## src/rtl/spi_pkg.sv

```systemverilog
// Shared definitions for the SPI-to-register-bank request path.
package spi_pkg;

    typedef enum logic [1:0] {
        IDLE = 2'd0,
        WR   = 2'd1,
        RD   = 2'd2,
        WAIT = 2'd3
    } state_t;

    localparam int AW_DEF = 7;
    localparam int DW_DEF = 96;

    localparam logic [AW_DEF-1:0] REG_GEN    = 7'h7D;
    localparam logic [AW_DEF-1:0] REG_RD_CNT = 7'h7E;

endpackage

```

## src/rtl/sync_edge.sv

```systemverilog
// Multi-flop level synchroniser followed by a registered rising-edge detector.
module sync_edge #(
    parameter int SYNC_STAGES = 2
) (
    input  logic clk,
    input  logic reset_n,
    input  logic din,
    output logic rise
);

    logic [SYNC_STAGES-1:0] sync_reg;
    logic                   prev_reg;

    always_ff @(posedge clk or negedge reset_n) begin
        if (!reset_n) begin
            sync_reg <= '0;
            prev_reg <= 1'b0;
        end else begin
            sync_reg <= {sync_reg[SYNC_STAGES-2:0], din};
            prev_reg <= sync_reg[SYNC_STAGES-1];
        end
    end

    // prev starts at 0, so a level already high out of reset still yields one edge
    assign rise = sync_reg[SYNC_STAGES-1] & ~prev_reg;

endmodule

```

## src/rtl/spi_req_bridge.sv

```systemverilog
// Turns spi_slave re/we levels into single-cycle register-bank strobes and
// returns read data with a bounded wait, counting timeouts and dropped reads.
module spi_req_bridge
    import spi_pkg::*;
#(
    parameter int DW          = DW_DEF,
    parameter int AW          = AW_DEF,
    parameter int SYNC_STAGES = 2,
    parameter int RD_TIMEOUT  = 4
) (
    input  logic          clk,
    input  logic          reset_n,
    input  logic          spi_re,
    input  logic          spi_we,
    input  logic [AW-1:0] spi_addr,
    input  logic [DW-1:0] spi_wdat,
    output logic [DW-1:0] spi_rdat,
    output logic          reg_wr_stb,
    output logic          reg_rd_stb,
    output logic [AW-1:0] reg_addr,
    output logic [DW-1:0] reg_wdat,
    input  logic [DW-1:0] reg_rdat,
    input  logic          reg_rd_valid,
    output logic          busy,
    output logic [7:0]    err_timeout,
    output logic [7:0]    err_overrun
);

    localparam int TW = $clog2(RD_TIMEOUT + 1);

    state_t        state_reg;
    logic          pending_wr_reg;
    logic          pending_rd_reg;
    logic [TW-1:0] tmo_reg;
    logic          re_rise;
    logic          we_rise;
    logic          rd_active;

    sync_edge #(.SYNC_STAGES(SYNC_STAGES)) u_sync_re (
        .clk     (clk),
        .reset_n (reset_n),
        .din     (spi_re),
        .rise    (re_rise)
    );

    sync_edge #(.SYNC_STAGES(SYNC_STAGES)) u_sync_we (
        .clk     (clk),
        .reset_n (reset_n),
        .din     (spi_we),
        .rise    (we_rise)
    );

    assign rd_active = (state_reg == RD) || (state_reg == WAIT);
    assign busy      = (state_reg != IDLE);

    always_ff @(posedge clk or negedge reset_n) begin
        if (!reset_n) begin
            state_reg      <= IDLE;
            pending_wr_reg <= 1'b0;
            pending_rd_reg <= 1'b0;
            tmo_reg        <= '0;
            reg_wr_stb     <= 1'b0;
            reg_rd_stb     <= 1'b0;
            reg_addr       <= '0;
            reg_wdat       <= '0;
            spi_rdat       <= '0;
            err_timeout    <= '0;
            err_overrun    <= '0;
        end else begin
            reg_wr_stb <= 1'b0;
            reg_rd_stb <= 1'b0;

            // A repeated write edge collapses into the one already pending
            if (we_rise && !pending_wr_reg) begin
                pending_wr_reg <= 1'b1;
            end

            if (re_rise) begin
                if (pending_rd_reg || rd_active) begin
                    if (err_overrun != 8'hFF) begin
                        err_overrun <= err_overrun + 8'd1;
                    end
                end else begin
                    pending_rd_reg <= 1'b1;
                end
            end

            case (state_reg)
                IDLE: begin
                    // Writes take priority so a simultaneous re/we pair is served write-first
                    if (pending_wr_reg) begin
                        state_reg      <= WR;
                        reg_wr_stb     <= 1'b1;
                        reg_addr       <= spi_addr;
                        reg_wdat       <= spi_wdat;
                        pending_wr_reg <= 1'b0;
                    end else if (pending_rd_reg) begin
                        state_reg      <= RD;
                        reg_rd_stb     <= 1'b1;
                        reg_addr       <= spi_addr;
                        pending_rd_reg <= 1'b0;
                        tmo_reg        <= TW'(RD_TIMEOUT);
                    end
                end
                WR: begin
                    state_reg <= IDLE;
                end
                RD: begin
                    if (reg_rd_valid) begin
                        spi_rdat  <= reg_rdat;
                        state_reg <= IDLE;
                    end else begin
                        state_reg <= WAIT;
                    end
                end
                WAIT: begin
                    if (reg_rd_valid) begin
                        spi_rdat  <= reg_rdat;
                        state_reg <= IDLE;
                    end else if (tmo_reg == TW'(1)) begin
                        spi_rdat  <= '0;
                        state_reg <= IDLE;
                        if (err_timeout != 8'hFF) begin
                            err_timeout <= err_timeout + 8'd1;
                        end
                    end else begin
                        tmo_reg <= tmo_reg - TW'(1);
                    end
                end
                default: begin
                    state_reg <= IDLE;
                end
            endcase
        end
    end

endmodule

```

## config.mk

```make
export PLATFORM = sky130hd
export DESIGN_NAME = spi_req_bridge
export DESIGN_NICKNAME = d
export VERILOG_FILES = /design/src/rtl/spi_pkg.sv /design/src/rtl/sync_edge.sv /design/src/rtl/spi_req_bridge.sv
export SDC_FILE = /design/constraint.sdc
export NUM_CORES = 1
export LEC_CHECK = 0
export CAP_MARGIN = 15
export CORE_AREA = 2 2 163 165
export DETAILED_ROUTE_END_ITERATION = 8
export DIE_AREA = 0 0 165 167
export GPL_TIMING_DRIVEN = 0
export PLACE_DENSITY_LB_ADDON = 0.15
export SKIP_LAST_GASP = 1
export SLEW_MARGIN = 20
export SYNTH_ARGS = -nofsm -noshare
export SYNTH_HDL_FRONTEND = slang
export SYNTH_SLANG_ARGS = --single-unit
```

## constraint.sdc

```tcl
create_clock -name clk -period 2.5 [get_ports clk]
set_input_delay 0.5 -clock clk [delete_from_list [all_inputs] [get_ports clk]]
set_output_delay 0.5 -clock clk [all_outputs]
set_load 0.05 [all_outputs]
```

==> run notes, run 1 <==
Entry: Yosys synthesis followed by OpenROAD place and route.

Outcome:
- The flow ran to the end, and the final reports show no timing, DRC or antenna violations.

Synth:
- Looking at the cell usage after synthesis, the top flip-flop cell is dfrtp_1.
- The run gives the post-synthesis share of cell area spent on and-or and or-and gates as 0.120.
- The run gives the sequential fraction of the synthesis area as 0.662.
- Yosys reports that the most numerous cell types are dfrtp_1 (230), a32o_1 (96), mux2_2 (90).
- The most common cell in the synthesized netlist is dfrtp_1.
- The run puts the number of cells produced by synthesis at 572.

Clock network:
- The run puts the number of sinks handled by clock tree synthesis at 230.

Floorplanning:
- The run puts the pre-placement core utilization at 0.337.
- The run gives the number of cell rows as 59.

Cells and area:
- The finished cells cover 14300 µm².
- The run puts the count of antenna diodes in the layout at 0.
- The run gives the dominant kind of cell as sequential cells.
- The library cells used most frequently in the layout, excluding fill and tap cells, are clkdlybuf4s50_1 (418), dfrtp_1 (230), a32o_1 (96).

Critical path:
- Per the timing report, the most critical flop-to-flop path finishes at spi_rdat[78].
- The signal on the critical path passes through clkdlybuf4s50_1.
- In this run the number of cells on the critical path is 1.
- The run puts the data arrival time of the critical path at 1.82 ns.

Power and ir drop:
- The power report attributes to the combinational group a share of 0.556.
- The run puts the share of power burned in registers at 0.276.
## run 1: worst min path at each step
stage	startpoint	cells after the start	slack [ns]	to
floorplan	reset_n	0	0.20	err_overrun[0]
global placement	u_sync_we.sync_reg[1]	0	0.36	u_sync_we.prev_reg
detailed placement	u_sync_we.sync_reg[1]	0	0.35	u_sync_we.prev_reg
CTS	u_sync_we.sync_reg[1]	0	0.38	u_sync_we.prev_reg
global route	u_sync_we.sync_reg[0]	0	0.38	u_sync_we.sync_reg[1]
finish	u_sync_we.sync_reg[0]	0	0.38	u_sync_we.sync_reg[1]
## run 1: layer usage
metal,share of wire,GRT usage
met4,0.024,0.0507
met3,0.11,0.0705
met5,0,0
met2,0.49,0.343
met1,0.38,0.229
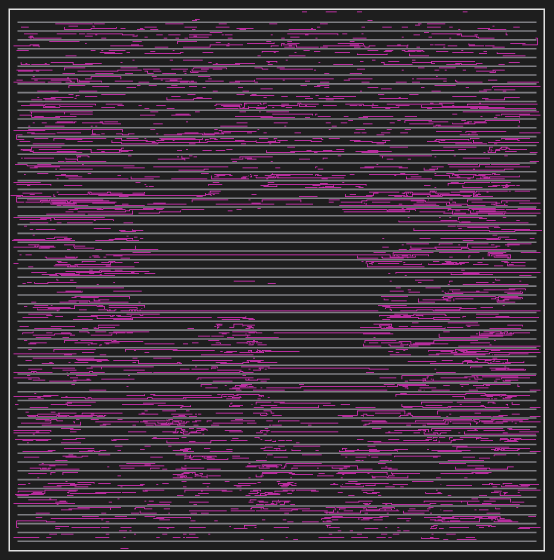
(run_1/met1.png)
Supply wires on this layer in grey.
share of all routed wire	38%
longest straight run	87.9 µm
wire length on this layer	10600 µm
nets with wire on the layer	1078
main direction	horizontal
vias: 6797
routed wire length: 27900 µm
GR Util met1: 0.229

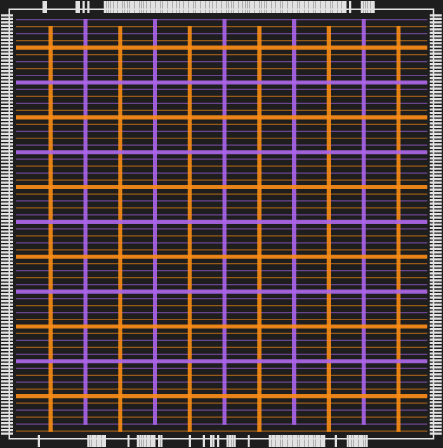
(run_1/pdn.png)
Pins as bars on the die edge.
colour	net
purple	VDD
orange	VSS
met4 straps	11
signal pins	422
die extent in y: 167 µm
Floorplan Core Area: 25800 µm²
overall die width: 165 µm
maximum VDD drop: 1.14 mV

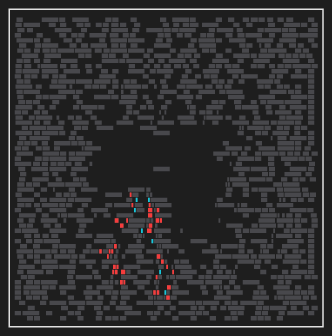
(run_1/gate_families.png)
colour	family	cells	most used
red	NAND gates	34	nand2_1
cyan	inverters	7	inv_1
share of the final layout cell area in multi-input gates: 0.190
non-filler instance count after layout: 1378
most frequent logic cell in the layout: clkdlybuf4s50_1

==> run 2: changes to the inputs <==
--- a/config.mk
+++ b/config.mk
@@ -7,6 +7,7 @@
 export LEC_CHECK = 0
 export CAP_MARGIN = 15
 export CORE_AREA = 2 2 163 165
+export CTS_CLUSTER_SIZE = 30
 export DETAILED_ROUTE_END_ITERATION = 8
 export DIE_AREA = 0 0 165 167
 export GPL_TIMING_DRIVEN = 0
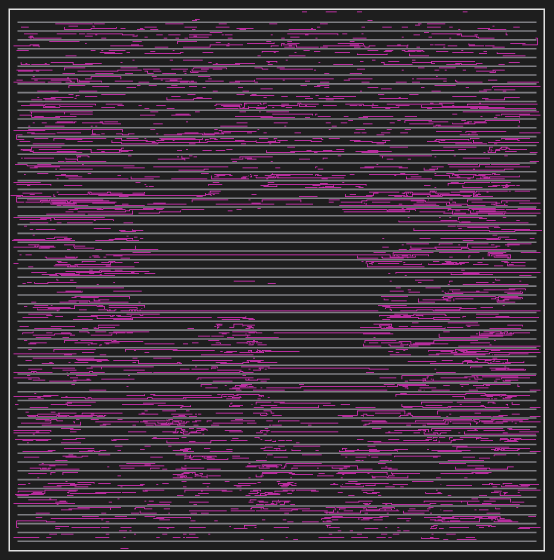
(run_2/met1.png)
Supply wires on this layer in grey.
share of all routed wire	38%
nets with wire on the layer	1078
main direction	horizontal
wire length on this layer	10600 µm
longest straight run	87.9 µm

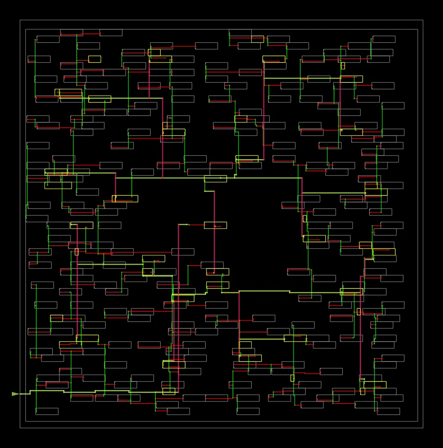
(run_2/final_clocks.png)
Worst Skew: 0.0130 ns
latest clock arrival within the worst-skew pair: 0.52 ns
CTS sink cnt: 230
number of buffers created by CTS: 26
clk_buf instances: 42

==> run 2 against run 1 <==
  * Routed wire length stayed put
  * Maximum frequency stayed put
  * Global-route usage stayed put
  * Clock skew stayed put
  * Highest routed layer unchanged
==> run notes, run 2 <==
Entry: Yosys synthesis followed by OpenROAD place and route.

Outcome:
- The flow ran to the end, and the final reports show no timing, DRC or antenna violations.

Floorplanning:
- The run gives the number of cell rows as 59.
- Measured along the y axis, the die boundary spans 167 µm.
- The run puts the pre-placement core utilization at 0.337.

Synth:
- The run gives the sequential fraction of the synthesis area as 0.662.
- The run puts the number of cells produced by synthesis at 572.
- In this run, the synthesized area fraction spent on AND-OR/OR-AND gates is recorded as 0.120.
- Per the synth stats, the flop cell with the highest instance count is dfrtp_1.

Cells and area:
- The run gives the combinational share of cell area as 0.190.
- The run puts the post-layout instance area at 14300 µm².
- The run gives the count of placed standard cells in the final layout, fillers left out as 1378.
- Per the cell usage report, the commonest logic cell in the layout is clkdlybuf4s50_1.

Detailed routing:
- The run gives the wire length the detailed router placed on met1 as 10600 µm.
- The run puts the total wirelength of the detailed-routed design at 27900 µm.
- The run puts the sum of met2 wire segment lengths after detailed routing at 13700 µm.

Power and ir drop:
- The run puts the maximum VDD drop at 1.14 mV.
- Of the total power, combinational logic draws 0.556.

Global route:
- In the global route stage, met2 resource usage came out at 0.343.

Critical path:
- The run gives the data arrival time of the critical path as 1.82 ns.
- All stages included, the depth of the critical timing path comes to 1.
run 2: worst min-delay path by stage:
| stage | slack, ns | start | depth (start not counted) | endpoint |
|---|---|---|---|---|
| global placement | 0.36 | u_sync_we.sync_reg[1] | 0 | u_sync_we.prev_reg |
| CTS | 0.38 | u_sync_we.sync_reg[1] | 0 | u_sync_we.prev_reg |
| detailed placement | 0.35 | u_sync_we.sync_reg[1] | 0 | u_sync_we.prev_reg |
| floorplan | 0.20 | reset_n | 0 | err_overrun[0] |
| finish | 0.38 | u_sync_we.sync_reg[0] | 0 | u_sync_we.sync_reg[1] |
| global route | 0.38 | u_sync_we.sync_reg[0] | 0 | u_sync_we.sync_reg[1] |
Power and IR drop assume default switching activity.
